Figure 1. Cell classes on the final placement.
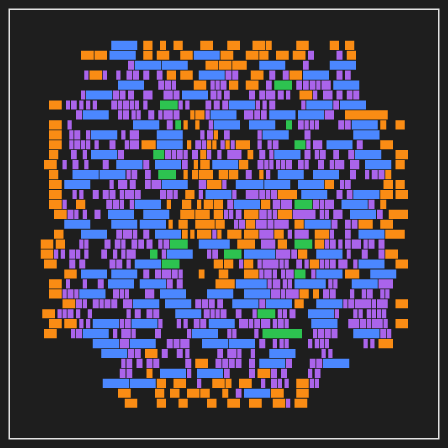
Figure 2. Drive-strength map.
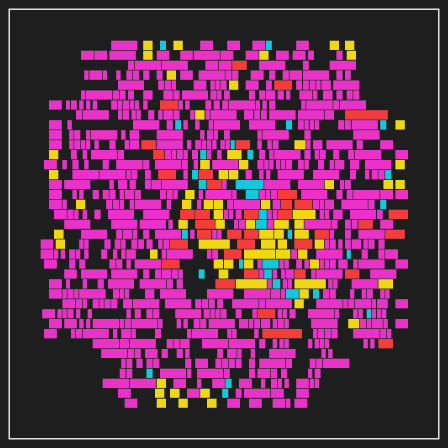
Figure 3. Cell area per tile.
12 x 12 tiles, from black (low) to pale yellow (high), 0 to 100% covered.
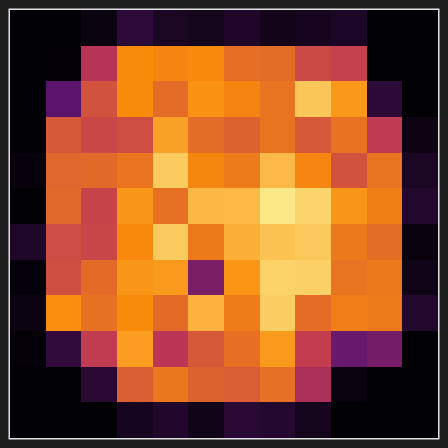
Figure 4. Congestion heat map.
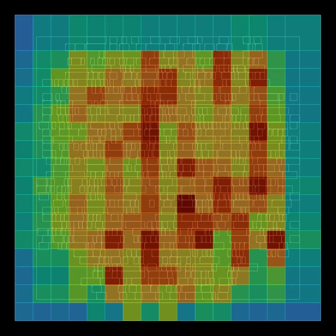
File: config.mk
export PLATFORM = sky130hd
export DESIGN_NAME = csel_merge2_sync
export DESIGN_NICKNAME = d
export VERILOG_FILES = /design/src/rtl/csel_merge2_sync.sv
export SDC_FILE = /design/constraint.sdc
export NUM_CORES = 1
export LEC_CHECK = 0
export ABC_AREA = 1
export CAP_MARGIN = 20
export CORE_MARGIN = 8
export CORE_UTILIZATION = 45
export CTS_CLUSTER_SIZE = 16
export DETAILED_ROUTE_END_ITERATION = 7
export GPL_TIMING_DRIVEN = 0
export PLACE_DENSITY = 0.72
export SETUP_SLACK_MARGIN = 0.02
export SLEW_MARGIN = 20
export SYNTH_ARGS = -nofsm -noshare
export SYNTH_HDL_FRONTEND = slang
export SYNTH_SLANG_ARGS = --single-unit
File: constraint.sdc
create_clock -name clk -period 1.3 [get_ports clk]
set_input_delay 0.26 -clock clk [delete_from_list [all_inputs] [get_ports clk]]
set_output_delay 0.26 -clock clk [all_outputs]
set_load 0.05 [all_outputs]
File: src/rtl/csel_merge2_sync.sv
// rtl/csel_merge2_sync.sv - two-input conditional merge serialising drive/free transactions onto one channel
module csel_merge2_sync #(
    parameter int          DW       = 32,
    parameter int unsigned FREE_DLY = 1
) (
    input  logic          clk,
    input  logic          rst,
    input  logic          i_drive0,
    input  logic          i_drive1,
    input  logic [DW-1:0] i_data0,
    input  logic [DW-1:0] i_data1,
    output logic          o_free0,
    output logic          o_free1,
    output logic          o_driveNext,
    output logic [DW-1:0] o_data,
    output logic          o_src,
    input  logic          i_freeNext,
    output logic          o_busy,
    output logic          o_err
);

    typedef enum logic [2:0] {
        IDLE = 3'd0,
        SEND = 3'd1,
        WAIT = 3'd2,
        HOLD = 3'd3,
        FREE = 3'd4
    } state_t;

    localparam logic [3:0] DLY_INIT = 4'(FREE_DLY);

    state_t        state;
    state_t        stateNext;
    logic [1:0]    pend;
    logic [DW-1:0] buf0;
    logic [DW-1:0] buf1;
    logic          rrPtr;
    logic [3:0]    dlyCnt;
    logic          grantEn;
    logic          grantSel;
    logic          loadCnt;
    logic [1:0]    freeHit;
    logic [1:0]    capture;
    logic          dupErr;
    logic          freeErr;

    always_comb begin
        stateNext = state;
        grantEn   = 1'b0;
        grantSel  = 1'b0;
        loadCnt   = 1'b0;
        case (state)
            IDLE: begin
                if (pend != 2'b00) begin
                    grantEn   = 1'b1;
                    grantSel  = (pend == 2'b11) ? ~rrPtr : pend[1];
                    stateNext = SEND;
                end
            end
            SEND: begin
                loadCnt   = i_freeNext;
                stateNext = i_freeNext ? HOLD : WAIT;
            end
            WAIT: begin
                if (i_freeNext) begin
                    loadCnt   = 1'b1;
                    stateNext = HOLD;
                end
            end
            HOLD: begin
                if (dlyCnt == 4'd0) begin
                    stateNext = FREE;
                end
            end
            FREE:    stateNext = IDLE;
            default: stateNext = IDLE;
        endcase
    end

    // A drive landing in its own FREE cycle re-arms the channel instead of being a duplicate.
    assign freeHit[0] = (state == FREE) && !o_src;
    assign freeHit[1] = (state == FREE) && o_src;
    assign capture[0] = i_drive0 && (!pend[0] || freeHit[0]);
    assign capture[1] = i_drive1 && (!pend[1] || freeHit[1]);
    assign dupErr     = (i_drive0 && !capture[0]) || (i_drive1 && !capture[1]);
    assign freeErr    = i_freeNext && !((state == SEND) || (state == WAIT));

    always_ff @(posedge clk) begin
        if (rst) begin
            state  <= IDLE;
            pend   <= 2'b00;
            buf0   <= '0;
            buf1   <= '0;
            rrPtr  <= 1'b0;
            dlyCnt <= 4'd0;
            o_data <= '0;
            o_src  <= 1'b0;
            o_err  <= 1'b0;
        end else begin
            state <= stateNext;

            if (loadCnt) begin
                dlyCnt <= DLY_INIT;
            end else if ((state == HOLD) && (dlyCnt != 4'd0)) begin
                dlyCnt <= dlyCnt - 4'd1;
            end

            if (capture[0]) begin
                pend[0] <= 1'b1;
                buf0    <= i_data0;
            end else if (freeHit[0]) begin
                pend[0] <= 1'b0;
            end

            if (capture[1]) begin
                pend[1] <= 1'b1;
                buf1    <= i_data1;
            end else if (freeHit[1]) begin
                pend[1] <= 1'b0;
            end

            if (grantEn) begin
                o_data <= grantSel ? buf1 : buf0;
                o_src  <= grantSel;
                if (pend == 2'b11) begin
                    rrPtr <= grantSel;
                end
            end

            if (dupErr || freeErr) begin
                o_err <= 1'b1;
            end
        end
    end

    assign o_driveNext = (state == SEND);
    assign o_free0     = freeHit[0];
    assign o_free1     = freeHit[1];
    assign o_busy      = (state != IDLE);

endmodule

==> reports/qor.yml <==
crit_fanout: 4
pg_clk_uw: 2090
syn_nets: 694
p_leak_uw: 0.00282
setup_violations: 105
wl_met1_um: 5980
p_int_uw: 6360
pg_seq_uw: 4110
synthArstFlopShare_pct: 0
critPathRequiredTime_ns: 1.04
postPlaceCellArea_um2: 5840
period_used_pct: 119
comb_area_um2: 2090
wire_per_inst_um: 15.7
edf_count: 0
grt_most_used_layer: "met2"
crit_end: "o_free1"
grt_usage_pct: 20.7
clock.fmax_mhz: 645
wl_um: 14100
n_all_buffers: 172
clk_pin_slew_ns: 0.10
drt-vias-per-instance: 5.17
ctsResizeCount: 267
yosys_warnings: 0
ant_nets: 0
seq_cell_count: 108
cts_root_buffer: "clkbuf_8"
yosys.area.top_type: "dfxtp_1"
power-top-group: "combinational cells"
ir_worst_vdd_mv: 0.764
grt_pass1_vias: 4617
finalHoldViolations: 0
cts_sinks: 108
logic_gate_count: 420
hold_depth: 3
tns_ns: -10.38
cp-start-kind: "flop"
violations: "negative setup slack"
clock_skew_ns: 0.0149
clkbuf_count: 9
min_path_type: "in2reg"
core_um2: 10100
htree_num_levels: 3
die_w_um: 117
chipHeight_um: 117
clock_latency_ns: 0.37
synth-seq-cells: 108
hp-start: "i_drive0"
grt_setup_unrepaired: "true"
total_power_uw: 10500
via_count: 4649
grt_max_degree: 19
outcome: "finished, violations left"
synthFlopType: "dfxtp_1"
use_met2_pct: 36.0
cts_tree: "yes"
finalWeightedCongestion: 0.856
final_layout_size_suffix_gt1_share_pct: 17.5
buf_share_pct: 23.7
setup_ws_ns: -0.250
r2r_start: "state[0]"
overflow: 0
worstMarginPinSlew_ns: 0.598
pg_comb_uw: 4300
## Picture notes: Figure 1
Key: green = clock drivers and dummy loads [cells 16, share of their area 3.2%]; blue = sequential cells [cells 108, share of their area 35%]; orange = remaining buffers and delay cells [cells 172, share of their area 24%]; purple = combinational and other logic [cells 468, share of their area 37%]

## Picture notes: Figure 2
Key: red = _6 and larger [cells 37]; yellow = _3 and _4 cells [cells 67]; cyan = _2 cells [cells 30]; magenta = _0 and _1 cells [cells 630]

## Picture notes: Figure 3
18% of the tiles are over 75% full. 18% of the tiles are nearly empty. The fullest tile reaches 95%. The emptiest ninth of the die: south-east. The mean over all tiles is 45%. The densest ninth of the die: centre.

## Picture notes: Figure 4
Finished Core Util: 62.2%
met3 global-route usage: 3.75%

## placed cells by master, fill, tap and decap left out, types with 2 or more instances in the layout
| cell type | netlist | layout |
|---|---|---|
| clkbuf_2 | 0 | 4 |
| buf_4 | 4 | 31 |
| inv_6 | 0 | 3 |
| nor2_1 | 78 | 75 |
| clkbuf_1 | 21 | 16 |
| nand3_2 | 0 | 2 |
| clkbuf_4 | 0 | 21 |
| dfxtp_1 | 108 | 103 |
| a21oi_1 | 104 | 104 |
| nand2_1 | 87 | 84 |
| buf_6 | 4 | 17 |
| nor2_4 | 1 | 4 |
| inv_1 | 48 | 42 |
| buf_2 | 17 | 10 |
| clkdlybuf4s50_1 | 0 | 66 |
| clkinv_2 | 0 | 2 |
| nand2_4 | 0 | 3 |
| dfxtp_4 | 0 | 4 |
| nand2_2 | 3 | 3 |
| buf_8 | 0 | 5 |
| clkbuf_8 | 0 | 10 |
| nand4_1 | 2 | 2 |
| o21bai_1 | 32 | 32 |
| nand3_1 | 74 | 71 |
| o21ai_0 | 22 | 21 |
| inv_2 | 0 | 5 |
| o21ai_1 | 10 | 11 |
## critical path, stage by stage (launching register included)
cell     delay, ns
dfxtp_4       0.36
nor2_4        0.16
nand2_2       0.10
nor2_4        0.15
buf_8         0.16
## state kept, by name, summed over array words and instances, names as in the netlist
name    flops
buf0       32
buf1       32
o_data     32
dlyCnt      4
state       3
pend        2
o_err       1
o_src       1
rrPtr       1
## cell families after synthesis
family                     count (synthesis)  synth area share (%)
xor gates and xnor gates                   2                 0.381
and+or+nand+nor                          248                  22.9
buffers and inverters                     96                  9.27
DFF                                      108                  47.0
adders and majority gates                  1                 0.272
AOI/OAI and AO/OA                        169                  20.2
Power is estimated from default activity; no workload was simulated.
